[src/rtl/spectro_frame_engine.sv]
// Frame-based multi-channel pulse counter with a flow-controlled serial dump.
// Optional even parity per field is enabled by defining SPECTRO_PARITY_EN.
module spectro_frame_engine #(
  parameter int NUM_CH      = 15,
  parameter int CNT_W       = 12,
  parameter int FRAME_TICKS = 60,
  parameter int FIDX_W      = 8
) (
  input  logic              clk,
  input  logic              reset,
  input  logic [NUM_CH-1:0] ch_in,
  input  logic              rtc_tick,
  input  logic              shift_en,
  output logic              serial_out,
  output logic              serial_valid,
  output logic              frame_start,
  output logic              busy,
  output logic              ovf_flag,
  output logic              overrun
);

`ifdef SPECTRO_PARITY_EN
  localparam int PAR = 1;
`else
  localparam int PAR = 0;
`endif
  localparam int HDR_LEN  = FIDX_W + 1 + PAR;
  localparam int WORD_LEN = CNT_W + PAR;
  localparam int LEN      = HDR_LEN + NUM_CH * WORD_LEN;
  localparam int BIT_W    = $clog2(LEN);
  localparam int TICK_W   = (FRAME_TICKS > 1) ? $clog2(FRAME_TICKS) : 1;
  localparam logic [CNT_W-1:0] MAX = '1;

  typedef enum logic [1:0] {IDLE, HEADER, DATA} state_t;

  logic [NUM_CH:0]   r_s1, r_s2, r_s3;
  logic [NUM_CH:0]   w_ev;
  logic              w_rtc_ev, w_close, w_hit, w_take, w_fs_nxt;
  logic [CNT_W-1:0]  r_cnt [NUM_CH];
  logic [CNT_W-1:0]  w_nxt [NUM_CH];
  logic [CNT_W-1:0]  r_shd [NUM_CH];
  logic [TICK_W-1:0] r_tick;
  logic [FIDX_W-1:0] r_fidx, r_hfidx;
  logic              r_hovf, r_ovf, r_ovr, r_fs;
  state_t            r_state, w_state_nxt;
  logic [BIT_W-1:0]  r_bit, w_bit_nxt;
  logic [LEN-1:0]    w_stream;

  assign w_ev     = r_s2 & ~r_s3;
  assign w_rtc_ev = w_ev[NUM_CH];
  assign w_close  = w_rtc_ev && (r_tick == TICK_W'(FRAME_TICKS - 1));
  assign w_take   = (r_state != IDLE) && shift_en;

  // Two-flop synchroniser plus an edge-history flop for all inputs
  always_ff @(posedge clk or negedge reset) begin
    if (!reset) begin
      r_s1 <= '0;
      r_s2 <= '0;
      r_s3 <= '0;
    end else begin
      r_s1 <= {rtc_tick, ch_in};
      r_s2 <= r_s1;
      r_s3 <= r_s2;
    end
  end

  // Next counter values: close restarts from this cycle's event
  always_comb begin
    w_hit = 1'b0;
    for (int i = 0; i < NUM_CH; i++) begin
      w_nxt[i] = r_cnt[i];
      if (w_close)
        w_nxt[i] = w_ev[i] ? CNT_W'(1) : '0;
      else if (w_ev[i] && r_cnt[i] != MAX)
        w_nxt[i] = r_cnt[i] + CNT_W'(1);
      if (w_ev[i] && w_nxt[i] == MAX)
        w_hit = 1'b1;
    end
  end

  // Counters, frame timing, snapshot and status flags
  always_ff @(posedge clk or negedge reset) begin
    if (!reset) begin
      for (int i = 0; i < NUM_CH; i++) begin
        r_cnt[i] <= '0;
        r_shd[i] <= '0;
      end
      r_tick  <= '0;
      r_fidx  <= '0;
      r_hfidx <= '0;
      r_hovf  <= 1'b0;
      r_ovf   <= 1'b0;
      r_ovr   <= 1'b0;
    end else begin
      for (int i = 0; i < NUM_CH; i++)
        r_cnt[i] <= w_nxt[i];
      r_ovf <= w_close ? w_hit : (r_ovf | w_hit);
      if (w_rtc_ev)
        r_tick <= w_close ? '0 : r_tick + TICK_W'(1);
      if (w_close) begin
        r_fidx <= r_fidx + FIDX_W'(1);
        if (r_state == IDLE) begin
          for (int i = 0; i < NUM_CH; i++)
            r_shd[i] <= r_cnt[i];
          r_hfidx <= r_fidx;
          r_hovf  <= r_ovf;
        end else begin
          r_ovr <= 1'b1;
        end
      end
    end
  end

  // Serialiser next state and bit pointer
  always_comb begin
    w_state_nxt = r_state;
    w_bit_nxt   = r_bit;
    w_fs_nxt    = 1'b0;
    unique case (r_state)
      IDLE: begin
        if (w_close) begin
          w_state_nxt = HEADER;
          w_bit_nxt   = '0;
          w_fs_nxt    = 1'b1;
        end
      end
      HEADER: begin
        if (w_take) begin
          w_bit_nxt = r_bit + BIT_W'(1);
          if (r_bit == BIT_W'(HDR_LEN - 1))
            w_state_nxt = DATA;
        end
      end
      DATA: begin
        if (w_take) begin
          if (r_bit == BIT_W'(LEN - 1)) begin
            w_state_nxt = IDLE;
            w_bit_nxt   = '0;
          end else begin
            w_bit_nxt = r_bit + BIT_W'(1);
          end
        end
      end
      default: begin
        w_state_nxt = IDLE;
        w_bit_nxt   = '0;
      end
    endcase
  end

  // Serialiser state register
  always_ff @(posedge clk or negedge reset) begin
    if (!reset) begin
      r_state <= IDLE;
      r_bit   <= '0;
      r_fs    <= 1'b0;
    end else begin
      r_state <= w_state_nxt;
      r_bit   <= w_bit_nxt;
      r_fs    <= w_fs_nxt;
    end
  end

  // Stream image, bit k is the k-th bit sent
  always_comb begin
    w_stream = '0;
    for (int k = 0; k < FIDX_W; k++)
      w_stream[k] = r_hfidx[FIDX_W-1-k];
    w_stream[FIDX_W] = r_hovf;
`ifdef SPECTRO_PARITY_EN
    w_stream[FIDX_W+1] = ^{r_hfidx, r_hovf};
`endif
    for (int c = 0; c < NUM_CH; c++) begin
      for (int b = 0; b < CNT_W; b++)
        w_stream[HDR_LEN + c*WORD_LEN + b] = r_shd[c][CNT_W-1-b];
`ifdef SPECTRO_PARITY_EN
      w_stream[HDR_LEN + c*WORD_LEN + CNT_W] = ^r_shd[c];
`endif
    end
  end

  assign busy         = (r_state != IDLE);
  assign serial_valid = busy;
  assign serial_out   = busy & w_stream[r_bit];
  assign frame_start  = r_fs;
  assign ovf_flag     = r_ovf;
  assign overrun      = r_ovr;

endmodule
[config.mk]
export PLATFORM = sky130hd
export DESIGN_NAME = spectro_frame_engine
export DESIGN_NICKNAME = d
export VERILOG_FILES = /design/src/rtl/spectro_frame_engine.sv
export SDC_FILE = /design/constraint.sdc
export NUM_CORES = 1
export LEC_CHECK = 0
export CAP_MARGIN = 20
export CORE_MARGIN = 2
export CORE_UTILIZATION = 55
export DETAILED_ROUTE_END_ITERATION = 16
export PLACE_DENSITY = 0.75
export SYNTH_ARGS = -nofsm -noshare
export SYNTH_HDL_FRONTEND = slang
export SYNTH_SLANG_ARGS = --single-unit
[constraint.sdc]
create_clock -name clk -period 4.2 [get_ports clk]
set_clock_uncertainty 0.15 [all_clocks]
set_input_delay 0.63 -clock clk [delete_from_list [all_inputs] [get_ports clk]]
set_output_delay 0.63 -clock clk [all_outputs]
set_load 0.05 [all_outputs]
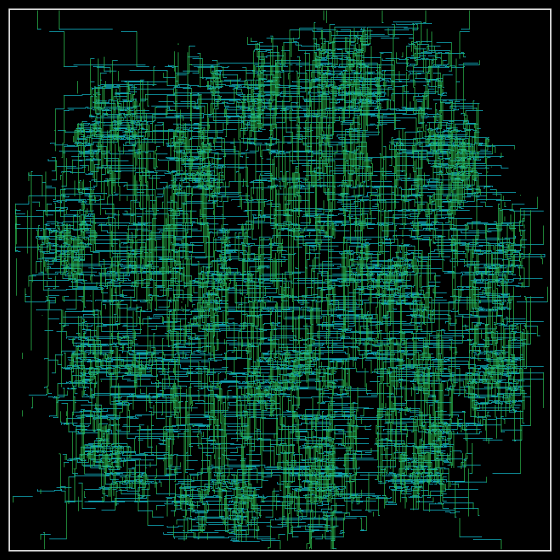
(run_1/metal_stack.png)
Only two layers are drawn.
| color | layer | wire length |
|---|---|---|
| green | met2 | 23.9 mm |
| cyan | met1 | 21.8 mm |
DR vias: 15600
Total GRT Usage: 0.245
DR WL/cell: 19.7 µm
final wirelength: 49.5 mm

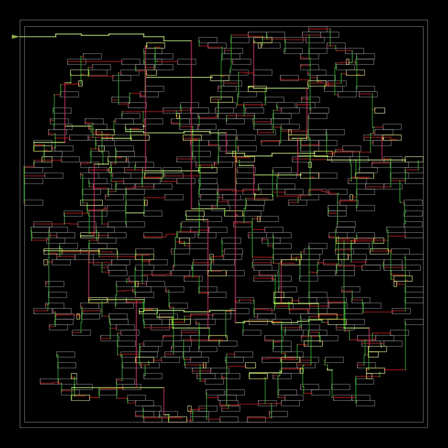
(run_1/final_clocks.png)
flop count: 444
CLK BUF: 75
number of buffers created by CTS: 47
clk pwr: 4.10 mW

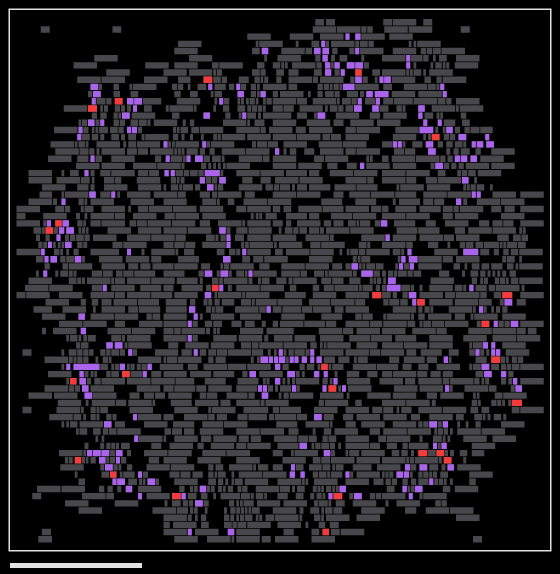
(run_1/gate_families.png)
Scale bar: 50 µm.
| color | family | cells | where |
|---|---|---|---|
| purple | inverting AOI/OAI gates | 233 | all over the die |
| red | AND-OR and OR-AND gates | 26 | all over the die |
logic share of the area: 0.425
Layout Cells excl Fill: 2511

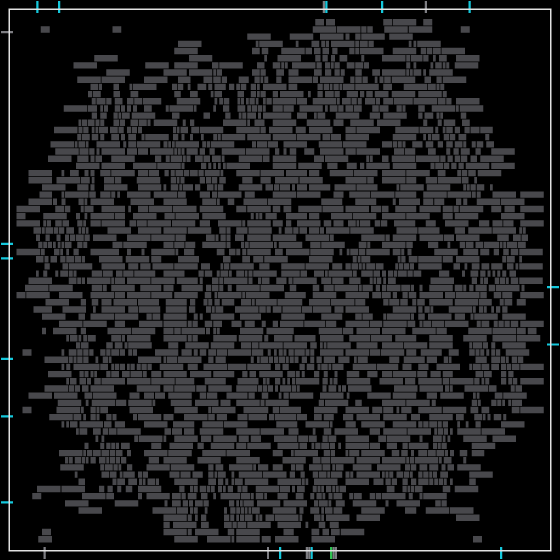
(run_1/pins.png)
Pins as bars across the die edge, other pins in gray.
| color | port | pins | direction | edge |
|---|---|---|---|---|
| cyan | ch_in | 15 | input | 5 north, 5 west, 3 south, 2 east |
| green | busy | 1 | output | south |
all pins by edge: 10 south, 7 north, 6 west, 2 east
Die Ht: 205 µm
die width: 205 µm

-- run 1: synthesized netlist by cell type (12+ instances only) --
| master | count |
|---|---|
| xor2_1 | 47 |
| nor4_1 | 21 |
| xnor2_1 | 57 |
| nand2b_1 | 23 |
| clkbuf_1 | 62 |
| and4_1 | 19 |
| nor2b_1 | 24 |
| a21oi_1 | 47 |
| a211oi_1 | 20 |
| o21ai_0 | 60 |
| inv_1 | 25 |
| and2_1 | 18 |
| and3_1 | 41 |
| dfrtp_1 | 444 |
| mux2i_1 | 28 |
| a31oi_1 | 22 |
| nand4_1 | 48 |
| buf_2 | 25 |
| or3_1 | 12 |
| ha_1 | 22 |
| nand2_1 | 136 |
| nand3_1 | 81 |
| nor3_1 | 43 |
| mux2_2 | 177 |
| nor2_1 | 168 |
| mux4_2 | 59 |
| nand4b_1 | 12 |
-- run 1: worst paths after layout --
| kind | slack (ns) | cells after the start | startpoint | end |
|---|---|---|---|---|
| min in group asynchronous | 0.56 | 2 | reset | r_cnt[19] |
| worst min register to register | 0.20 | 0 | r_s1[11] | r_s2[11] |
| worst min-delay path | 0.20 | 0 | r_s1[11] | r_s2[11] |
| max in group asynchronous | 2.33 | 3 | reset | r_cnt[158] |
| worst max-delay path | 0.14 | 7 | r_bit[0] | serial_out |
| worst max register to register | 0.62 | 9 | r_cnt[36] | ovf_flag |
-- run 1: timing repair --
action	4_1_cts	5_1_grt
resized	1	1
hold buffers	1	0
setup buffers	3	0
endpoints found under the setup margin	1	1
endpoints found under the hold margin	6	0
-- run 1: flip-flops by register name (all words and copies together), names as in the netlist, 6 cells and up --
name     cells
r_shd      180
r_hfidx      8
r_bit        8
r_s2        16
r_s3        16
r_tick       6
r_cnt      180
r_fidx       8
r_s1        16
==> impl_metrics.py, run 1 <==
# Generated from Yosys and OpenROAD reports
metrics = {
    "floorplan": {
        "std_cell_rows": 73,
    },
    "logic_synthesis": {
        "mux_area_frac": 0.163,
        "synth.largest_area_cell": "dfrtp_1",
        "async_reset_ff_frac": 1.00,
    },
    "power_and_ir_drop": {
        "finalPower_mw": 11.0,
        "combPwrFrac": 0.146,
        "power_switching_mw": 3.21,
    },
    "drt": {
        "drc": 0,
        "m1WireLength_mm": 21.8,
    },
    "final_layout": {
        "num-nonclk-inverters": 26,
        "lay_top_cells": "dfrtp_1, mux2_2, nor2_1",
        "nNetsFinal": 1992,
        "lay_top_count": "dfrtp_1",
        "seq_share": 0.453,
        "drive_gt1_frac": 0.196,
    },
    "setup_path": {
        "cp.arrival_ns": 3.28,
        "cp_slowest_cell": "mux4_2",
    },
    "timing": {
        "holdWs_ns": 0.198,
        "setup_violations": 0,
        "fmax_ghz": 0.246,
    },
    "place": {
        "postPlaceCellArea_um2": 23000,
    },
    "outcome": {
        "status": "complete, no violations",
    },
}
==> inputs of run 2 (changes only) <==
--- a/config.mk
+++ b/config.mk
@@ -8,7 +8,9 @@
 export CAP_MARGIN = 20
 export CORE_MARGIN = 2
 export CORE_UTILIZATION = 55
+export CTS_BUF_LIST = sky130_fd_sc_hd__clkbuf_16
 export DETAILED_ROUTE_END_ITERATION = 16
+export GPL_TIMING_DRIVEN = 0
 export PLACE_DENSITY = 0.75
 export SYNTH_ARGS = -nofsm -noshare
 export SYNTH_HDL_FRONTEND = slang
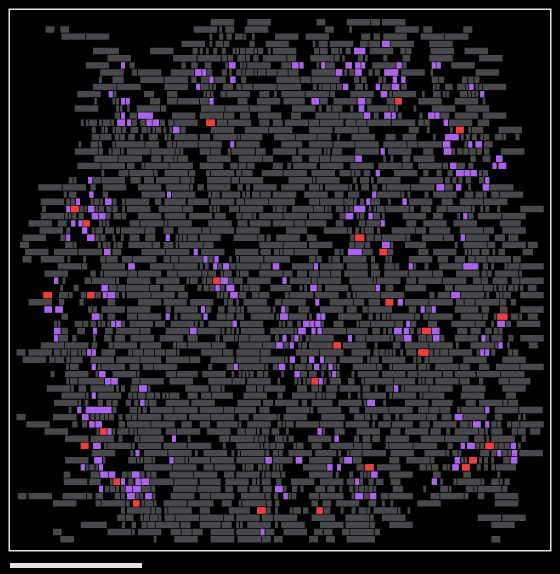
(run_2/gate_families.png)
Scale bar: 50 µm.
| color | family | cells |
|---|---|---|
| red | AND-OR and OR-AND gates | 26 |
| purple | inverting AOI/OAI gates | 233 |
Layout Cells excl Fill: 2600
logic share of the area: 0.416
most frequent logic cell in the layout: dfrtp_1

==> run 2 against run 1 <==
  * Global-route usage grew 3.3 points
  * Utilization increased by 1.4 points
  * Die size unchanged
  * Combinational power is 24% higher
  * Final cell count up 3.5%
  * Total power rose by 4.6%
  * Non-clock buffer count increased by 84
  * Critical path type unchanged
  * Critical endpoint unchanged
  * Largest cell class unchanged
==> impl_metrics.py, run 2 <==
# Generated from Yosys and OpenROAD reports
metrics = {
    "logic_synthesis": {
        "top_cell": "dfrtp_1",
        "synth.largest_area_cell": "dfrtp_1",
        "ys_area_um2": 22100,
        "syn_area_um2": 22100,
        "common_cells": "dfrtp_1, mux2_2, nor2_1, nand2_1, nand3_1",
        "async_reset_ff_frac": 1.00,
    },
    "floorplan": {
        "die_w_um": 205,
        "std_cell_rows": 73,
        "die_h_um": 205,
    },
    "timing": {
        "setup_violations": 0,
        "worstMarginPinSlew_ns": 1.10,
        "fmax_ghz": 0.239,
        "holdWs_ns": 0.195,
    },
    "setup_path": {
        "crit_path_end": "serial_out",
        "cp_slowest_cell": "mux4_2",
        "cp.depth": 9,
        "critPathLaunch": "r_bit[1]",
        "ff2ff_path_depth": 10,
        "cp.arrival_ns": 3.41,
        "r2r_end": "r_cnt[21]",
        "r2r_start": "r_tick[0]",
        "max_stage_delay_ns": 0.54,
        "rrSetupSlack_ns": 0.18,
    },
    "drt": {
        "num_vias": 16500,
        "drc": 0,
        "wl_mm": 57.0,
        "wl_per_cell_um": 21.9,
    },
    "final_layout": {
        "nNetsFinal": 2078,
        "lay_top_cells": "dfrtp_1, mux2_2, nor2_1",
        "reg.largest.list": "r_cnt: 180 flops, r_shd: 180 flops",
        "drive_gt1_frac": 0.199,
    },
    "global_route": {
        "grt_max_degree": 126,
        "grtUsageTotal": 0.277,
    },
    "clock_network": {
        "post_cts_buffers": 0,
        "cts_hold_buf": 1,
    },
    "min_path": {
        "min_path_cells": 0,
        "min-delay-start": "r_s1[12]",
    },
    "power_and_ir_drop": {
        "power_switching_mw": 3.40,
        "combPwrFrac": 0.173,
    },
    "outcome": {
        "status": "complete, no violations",
    },
}
## run 2: cell counts after synthesis
No cell type changed its count.
## run 2: routing by layer
layer,part of all wire,global-route usage,vias up
li1,-,-,7368
met2,0.47,0.435,614
met1,0.43,0.382,8373
met4,0.043,0.121,0
met5,0,0,-
met3,0.062,0.0480,138
## run 2: final cells by class
class / count / area [µm²]
antenna: 2 / 5.00
buffer: 104 / 613
clock buffer: 51 / 1280
clock inverter: 36 / 348
fill: 3027 / 14600
inverter: 26 / 97.6
multi-input combinational: 1364 / 10400
sequential: 444 / 11100
tap: 525 / 657
timing repair buffer: 48 / 553
## run 2: cell families (layout without fill, tap and decap cells)
kind of cell | after synthesis | after routing | share of synthesized area
other | 0 | 2 | 0
XOR/XNOR | 104 | 104 | 0.0412
multiplexers | 265 | 265 | 0.163
AND/OR/NAND/NOR | 714 | 714 | 0.173
AND-OR/OR-AND | 259 | 259 | 0.0811
adder cells (fa/ha/maj) | 22 | 22 | 0.0124
flip-flops | 444 | 444 | 0.502
buffers and inverters | 130 | 265 | 0.0270
## run 2: through the flow
stage | instances | instance area [µm²] | utilization | power (mW) | TNS, ns
2_1_floorplan | 1938 | 22100 | - | 6.36 | 0
3_5_place_dp | 2496 | 23200 | 0.584 | 7.01 | -1.06
6_report | 2600 | 25100 | 0.632 | 11.5 | 0
3_3_place_gp | 2487 | 23000 | 0.579 | 6.93 | -7428.69
5_1_grt | 2598 | 25100 | 0.631 | 12.0 | -0.0223
4_1_cts | 2584 | 24900 | 0.627 | 11.4 | -0.110
## run 2: power by group through the flow
stage,Clock [mW],Combinational (mW),Sequential (mW)
floorplan,0,1.33,5.03
global placement,0,1.75,5.18
detailed placement,0,1.82,5.19
CTS,4.42,1.86,5.12
global route,4.61,2.19,5.20
finish,4.37,1.99,5.14
==> inputs of run 3 (changes only) <==
==> constraint.sdc (replaced) <==
create_clock -name clk -period 4.2 [get_ports clk]
set_clock_uncertainty 0.15 [all_clocks]
set_input_delay 0.63 -clock clk [delete_from_list [all_inputs] [get_ports clk]]
set_output_delay 0.63 -clock clk [all_outputs]
set_load 0.01 [all_outputs]
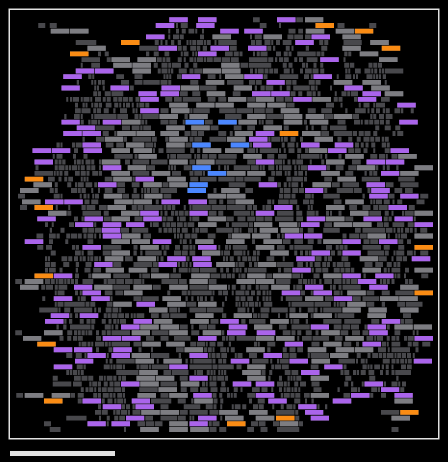
(run_3/registers.png)
Scale bar: 50 µm.
| color | netlist name | placed flops |
|---|---|---|
| blue | r_hfidx | 8 |
| orange | r_s2 | 16 |
| purple | r_cnt | 180 |
not colored: 240
utilization of the core after routing: 0.630
Seq power: 5.14 mW
flop share of the area: 0.444

==> run 3 against run 2 <==
  * Utilization fell by 0.18 points
  * First-iteration DRC count rose by 0.66%
  * Critical path type unchanged
  * Flip-flop count did not move
  * Worst setup slack improved by 0.054 ns
  * Critical endpoint unchanged
  * Synthesized cell count did not move
  * Highest routed layer unchanged
  * Register-to-register slack got worse by 0.06 ns
==> impl_metrics.py, run 3 <==
# Generated from Yosys and OpenROAD reports
metrics = {
    "outcome": {
        "status": "complete, no violations",
    },
    "final_layout": {
        "lay_top_cells": "dfrtp_1, mux2_2, nor2_1",
        "lay_top_count": "dfrtp_1",
        "flop_area_um2": 11100,
        "filler_cell_count": 3038,
    },
    "logic_synthesis": {
        "syn_area_um2": 22100,
        "top_cell": "dfrtp_1",
        "synth.largest_area_cell": "dfrtp_1",
    },
    "global_route": {
        "grt_use_met3": 0.0488,
        "gr-max-usage-layer": "met2",
    },
    "clock_network": {
        "cts_hold_buf": 1,
        "post_cts_buffers": 0,
    },
    "drt": {
        "m1WireLength_mm": 24.4,
    },
    "timing": {
        "setup_violations": 0,
        "worstMarginPinSlew_ns": 1.12,
    },
    "floorplan": {
        "std_cell_rows": 73,
        "die_w_um": 205,
    },
    "setup_path": {
        "cp.depth": 8,
        "crit_path_end": "serial_out",
        "max_stage_delay_ns": 0.55,
        "r2r_end": "r_cnt[21]",
    },
}
run 3: worst min-delay path by stage:
| stage | start | to | slack (ns) | depth (start not counted) |
|---|---|---|---|---|
| final | r_s1[12] | r_s2[12] | 0.19 | 0 |
| after global routing | r_s1[1] | r_s2[1] | 0.20 | 0 |
| after CTS | r_s1[14] | r_s2[14] | 0.20 | 0 |
| after detailed placement | r_s1[15] | r_s2[15] | 0.18 | 0 |
| after global placement | r_s1[14] | r_s2[14] | 0.18 | 0 |
| after floorplan | reset | frame_start | 0.18 | 0 |
run 3: power by group:
group | internal [mW] | switching [mW]
Sequential | 4.65 | 0.494
Clock | 2.61 | 1.75
Combinational | 0.794 | 1.10
Total | 8.05 | 3.34
run 3: through the flow:
| step | hold WS [ns] | cells |
|---|---|---|
| 4_1_cts | 0.198 | 2584 |
| 3_5_place_dp | 0.185 | 2496 |
| 2_1_floorplan | 0.181 | 1938 |
| 5_1_grt | 0.198 | 2590 |
| 3_3_place_gp | 0.182 | 2487 |
| 6_report | 0.193 | 2592 |
run 3: kinds of logic (layout without fill, tap and decap cells):
kind of cell,count (synthesis),in the layout,share of synthesized area
buffers and inverters,130,257,0.0270
adder cells (fa/ha/maj),22,22,0.0124
multiplexers,265,265,0.163
AND/OR/NAND/NOR,714,714,0.173
XOR/XNOR,104,104,0.0412
other,0,2,0
flip-flops,444,444,0.502
AND-OR/OR-AND,259,259,0.0811
run 3: area by class of cell:
class / count / area share
sequential: 444 / 0.444
buffer: 104 / 0.0242
inverter: 26 / 0.00390
antenna: 2 / 0.000200
tap: 525 / 0.0263
timing repair buffer: 40 / 0.0196
clock inverter: 36 / 0.0139
multi-input combinational: 1364 / 0.417
clock buffer: 51 / 0.0510
No activity file was given, so power comes from the tool's default toggle rates.
